$ cat src/rtl/hazard_ctrl_pkg.sv
// Shared pipeline definitions: hazard FSM encoding, register-zero index, counter width.
// Pure types and constants; no timing or flow control.
package hazard_ctrl_pkg;

   typedef enum logic [1:0] {
      RUN   = 2'd0,
      STALL = 2'd1,
      FLUSH = 2'd2
   } hz_state_t;

   localparam logic [4:0] REG_ZERO  = 5'd0;
   localparam int         CNT_W_DEF = 32;

endpackage

$ cat src/rtl/hazard_ctrl_sat_counter.sv
// Saturating event counter: value reflects an increment one cycle later.
// Holds at all-ones; synchronous active-low clear.
module sat_counter #(
   parameter int W = 32
) (
   input  logic         clk,
   input  logic         i_rst_n,
   input  logic         i_inc,
   output logic [W-1:0] o_cnt
);

   always_ff @(posedge clk) begin
      if (!i_rst_n) begin
         o_cnt <= '0;
      end else if (i_inc && (o_cnt != {W{1'b1}})) begin
         o_cnt <= o_cnt + 1'b1;
      end
   end

endmodule

$ cat src/rtl/hazard_ctrl.sv
// Pipeline hazard controller: combinational stall/flush controls, consumed on the same edge.
// One bubble per load-use; branch > jump > load-use; saturating stall and flush counters.
module hazard_ctrl
   import hazard_ctrl_pkg::*;
#(
   parameter int CNT_W = CNT_W_DEF
) (
   input  logic             clk,
   input  logic             i_rst_n,
   input  logic [4:0]       i_ifid_rs,
   input  logic [4:0]       i_ifid_rt,
   input  logic             i_ifid_rt_src,
   input  logic             i_idex_memRead,
   input  logic [4:0]       i_idex_rt,
   input  logic             i_idex_jump,
   input  logic             i_exmem_branch_taken,
   output logic             o_pc_write,
   output logic             o_ifid_write,
   output logic             o_ifid_flush,
   output logic             o_idex_bubble,
   output logic             o_exmem_flush,
   output logic [CNT_W-1:0] o_stall_cnt,
   output logic [CNT_W-1:0] o_flush_cnt
);

   hz_state_t state, state_nxt;
   logic      load_use;
   logic      br;
   logic      jmp;

   assign br  = i_exmem_branch_taken;
   assign jmp = i_idex_jump;

   assign load_use = i_idex_memRead && (i_idex_rt != REG_ZERO) &&
                     ((i_idex_rt == i_ifid_rs) ||
                      (i_ifid_rt_src && (i_idex_rt == i_ifid_rt)));

   always_ff @(posedge clk) begin
      if (!i_rst_n) begin
         state <= RUN;
      end else begin
         state <= state_nxt;
      end
   end

   always_comb begin
      o_pc_write    = 1'b1;
      o_ifid_write  = 1'b1;
      o_ifid_flush  = 1'b0;
      o_idex_bubble = 1'b0;
      o_exmem_flush = 1'b0;
      state_nxt     = RUN;

      if (i_rst_n) begin
         // Redirects are honoured identically in every state; only RUN reacts to load_use.
         if (br) begin
            o_ifid_flush  = 1'b1;
            o_idex_bubble = 1'b1;
            o_exmem_flush = 1'b1;
            state_nxt     = FLUSH;
         end else if (jmp) begin
            o_ifid_flush  = 1'b1;
            o_idex_bubble = 1'b1;
            state_nxt     = FLUSH;
         end else begin
            case (state)
               RUN: begin
                  if (load_use) begin
                     o_pc_write    = 1'b0;
                     o_ifid_write  = 1'b0;
                     o_idex_bubble = 1'b1;
                     state_nxt     = STALL;
                  end
               end
               STALL:   state_nxt = RUN;
               FLUSH:   state_nxt = RUN;
               default: state_nxt = RUN;
            endcase
         end
      end
   end

   sat_counter #(.W(CNT_W)) u_stall_cnt (
      .clk     (clk),
      .i_rst_n (i_rst_n),
      .i_inc   (~o_pc_write),
      .o_cnt   (o_stall_cnt)
   );

   sat_counter #(.W(CNT_W)) u_flush_cnt (
      .clk     (clk),
      .i_rst_n (i_rst_n),
      .i_inc   (o_ifid_flush),
      .o_cnt   (o_flush_cnt)
   );

endmodule

$ cat config.mk
export PLATFORM = sky130hd
export DESIGN_NAME = hazard_ctrl
export DESIGN_NICKNAME = d
export VERILOG_FILES = /design/src/rtl/hazard_ctrl_pkg.sv /design/src/rtl/hazard_ctrl_sat_counter.sv /design/src/rtl/hazard_ctrl.sv
export SDC_FILE = /design/constraint.sdc
export NUM_CORES = 1
export LEC_CHECK = 0
export ABC_CLOCK_PERIOD_IN_PS = 4600
export CAP_MARGIN = 15
export CORE_MARGIN = 5
export CORE_UTILIZATION = 45
export CTS_BUF_LIST = sky130_fd_sc_hd__clkbuf_4 sky130_fd_sc_hd__clkbuf_8
export DETAILED_ROUTE_END_ITERATION = 10
export GPL_ROUTABILITY_DRIVEN = 0
export PLACE_DENSITY = 0.78
export SLEW_MARGIN = 20
export SYNTH_ARGS = -nofsm -noshare
export SYNTH_HDL_FRONTEND = slang
export SYNTH_SLANG_ARGS = --single-unit
$ cat constraint.sdc
create_clock -name clk -period 4.6 [get_ports clk]
set_input_delay 1.15 -clock clk [delete_from_list [all_inputs] [get_ports clk]]
set_output_delay 1.15 -clock clk [all_outputs]
set_load 0.03 [all_outputs]
### Routed clock nets over the placement

Bar = 20 um.
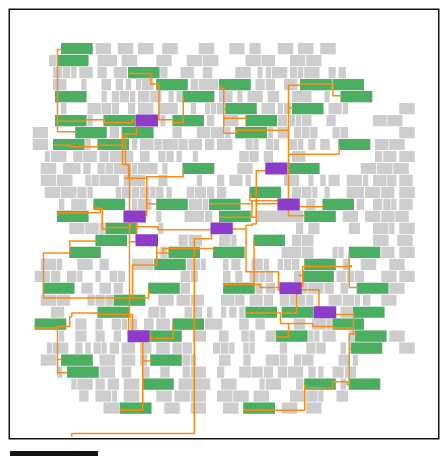
[purple] cells driving clock nets | count: 9
[green] flip-flops | count: 66
[orange] clock wires | length: 852 um
flops lie	widely spread
Final Skew: 0.0103 ns
Clock Power: 0.510 mW
clock power share: 0.435
Skew-Pair Late Insertion Delay: 0.33 ns

### Selected gate families

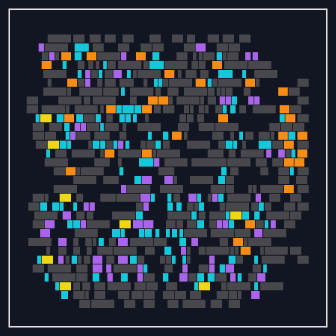
color	family	cells	most used
cyan	NAND gates	109	nand2_1
orange	XOR/XNOR gates	32	xnor2_1
yellow	multiplexers	8	mux2i_1
purple	inverting AOI/OAI gates	60	a21oi_1
Comb area share: 0.426
Top cell excl fill/tap: clkdlybuf4s50_1
Post-Layout Cell Count: 611

### The clock network

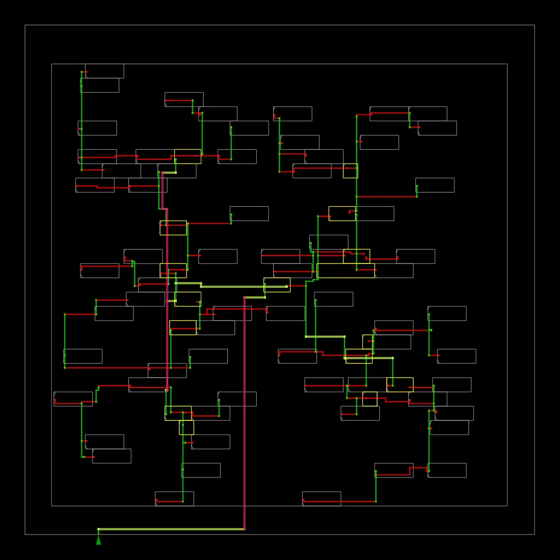
Sink Count: 66
Num CTS Buffers: 9

==> impl_metrics.ini <==
; yosys + openroad results
[timing]
rsz0062_at_grt = no
tightest_slew_ns = 0.700
maxSlewHeadroom = 0.529

[route]
vias = 3433
first_pass_iters = 5
ant_nets = 0
wl_per_cell_um = 15.1
drcViolationCount = 0

[clock_tree]
clockBufferDepth = 2
ctsHoldBuffers = 0
root_buffer = clkbuf_8
h-tree-depth = 3

[logic_synthesis]
netlist.area_leader.share = 0.386
async_flop_share = 0
area_leaders = dfxtp_1 (39%), xnor2_1 (6.4%), nand2_1 (5.2%)
synth.distinct_cells = 47
syn_avg_cell_area_um2 = 8.13
synth_stat.cells = 421
ys_ff = 66
yosysWarnings = 0
largest_area_cell = dfxtp_1

[global_routing]
grt_max_degree = 38
grt_pass1_vias = 3116

[job]
cap_violations = 0

[layout]
antenna_cells = 0
area_delta_synth_final_pct = 34.2

[power]
p_leak_nw = 1.48

[worst_hold_path]
hold_end = u_stall_cnt.o_cnt[31]
hold_path_depth = 2

[floorplanning]
die-area_um2 = 9440
die_h_um = 97.2
die_width_um = 97.2
initCoreUtil = 0.467

[critical_path]
path_cells = clkdlybuf4s50_1 -> nor3_1 -> a21oi_1 -> and2_1 -> and2_1 -> inv_2 -> clkdlybuf4s50_1
timing.rr.start = u_flush_cnt.o_cnt[0]
slowest_delay_ns = 0.67
critPathBufInv = 3
crit_slowest_cell = clkdlybuf4s50_1

[outcome]
outcome = finished, final reports clean
### Cells colored by class

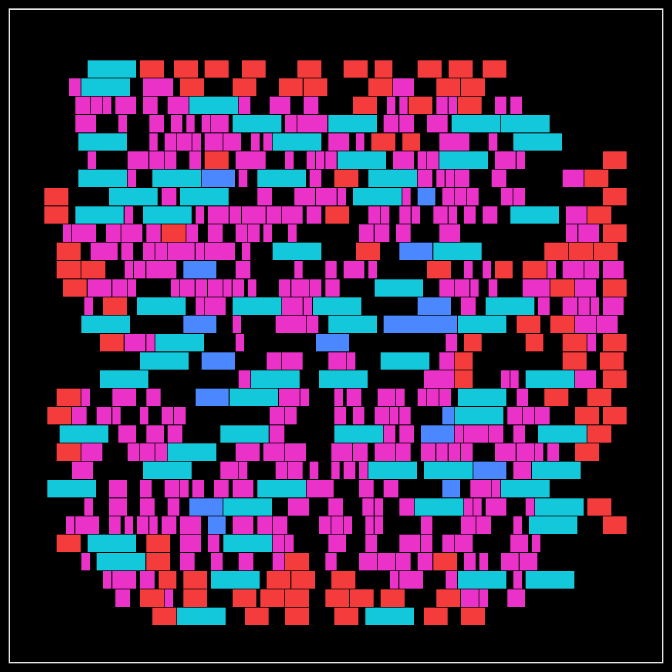
color	class	cells	share of their area
magenta	all other logic	335	45%
blue	clock drivers and dummy loads	16	4.7%
cyan	flip-flops	66	30%
red	other buffers and delay cells	95	21%
Core ar.: 7330 um2
FP Rows: 31
flop share of the area: 0.288
final core utilization: 0.626

### Sequential cells colored by netlist name

Other sequential cells in the stronger gray, the rest of the logic in the fainter gray.
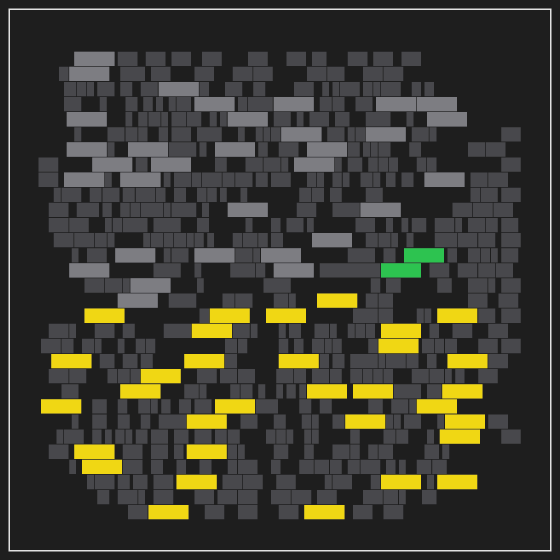
color	name in the netlist	sequential cells
green	state	2
yellow	u_stall_cnt.o_cnt	32

layer usage:
layer,vias to the layer above,global-route usage,part of all wire
li1,1699,-,-
met1,1624,0.261,0.46
met2,103,0.306,0.47
met3,7,0.0438,0.050
met4,0,0.0616,0.013
met5,-,0,0
through the flow:
step	area (um2)	hold WS [ns]	setup WS (ns)	std cells	total power, mW
after floorplan	3420	0.593	0.630	421	0.636
after global placement	4380	0.460	0.322	595	0.675
after detailed placement	4380	0.473	0.280	595	0.676
after CTS	4590	0.485	0.275	611	1.18
after global routing	4590	0.509	0.165	611	1.22
final	4590	0.477	0.290	611	1.17
worst register-to-register path, cell delays in order, from the launching register on:
cell	delay (ns)
dfxtp_1	0.48
ha_1	0.28
nand2_1	0.08
nor4_2	0.44
and3_1	0.69
or4_1	0.33
xor2_1	0.17
nor2_1	0.05
kinds of logic after synthesis:
| family | Yosys count | synth area share |
|---|---|---|
| mux | 8 | 0.0234 |
| simple gates | 218 | 0.347 |
| compound gates | 61 | 0.111 |
| flops | 66 | 0.386 |
| buf+inv | 34 | 0.0424 |
| xor+xnor | 32 | 0.0819 |
| fa+ha+maj | 2 | 0.00731 |
layout make-up:
class	instances	area, um2	area share
multi-input cells	321	1950	0.426
well taps	99	124	0.0270
clock buffers	14	174	0.0379
clock inverters	2	35.0	0.00763
inverters	14	52.6	0.0114
repair buffers	95	931	0.203
flip-flops and latches	66	1320	0.288
where the power goes:
part           total (mW)  switching [mW]  internal [mW]
Combinational      0.0826          0.0448         0.0378
Sequential          0.581         0.00586          0.575
Clock               0.510           0.212          0.298
synth_stat cells, drive strengths merged, types with 8 or more instances:
master  instances
nand3          29
nor3           15
xnor2          25
nand4          21
nand2          47
nand2b         10
mux2i           8
clkbuf         10
nor2           34
buf             9
or4            11
inv            14
a21oi          19
o21ai          19
dfxtp          66
nor4           15
or3            16
worst max path at each step:
stage	start	endpoint	cells after the start
2_1_floorplan	i_idex_rt[0]	o_pc_write	8
3_3_place_gp	i_idex_rt[0]	o_ifid_write	7
3_5_place_dp	i_idex_rt[0]	o_ifid_write	7
4_1_cts	i_idex_rt[0]	o_ifid_write	7
5_1_grt	i_idex_rt[3]	o_ifid_write	7
6_report	i_idex_rt[0]	o_ifid_write	7
state kept, by name (all words and copies together) (netlist names):
| name | cells |
|---|---|
| state | 2 |
| u_flush_cnt.o_cnt | 32 |
| u_stall_cnt.o_cnt | 32 |
Power and IR drop assume default switching activity.
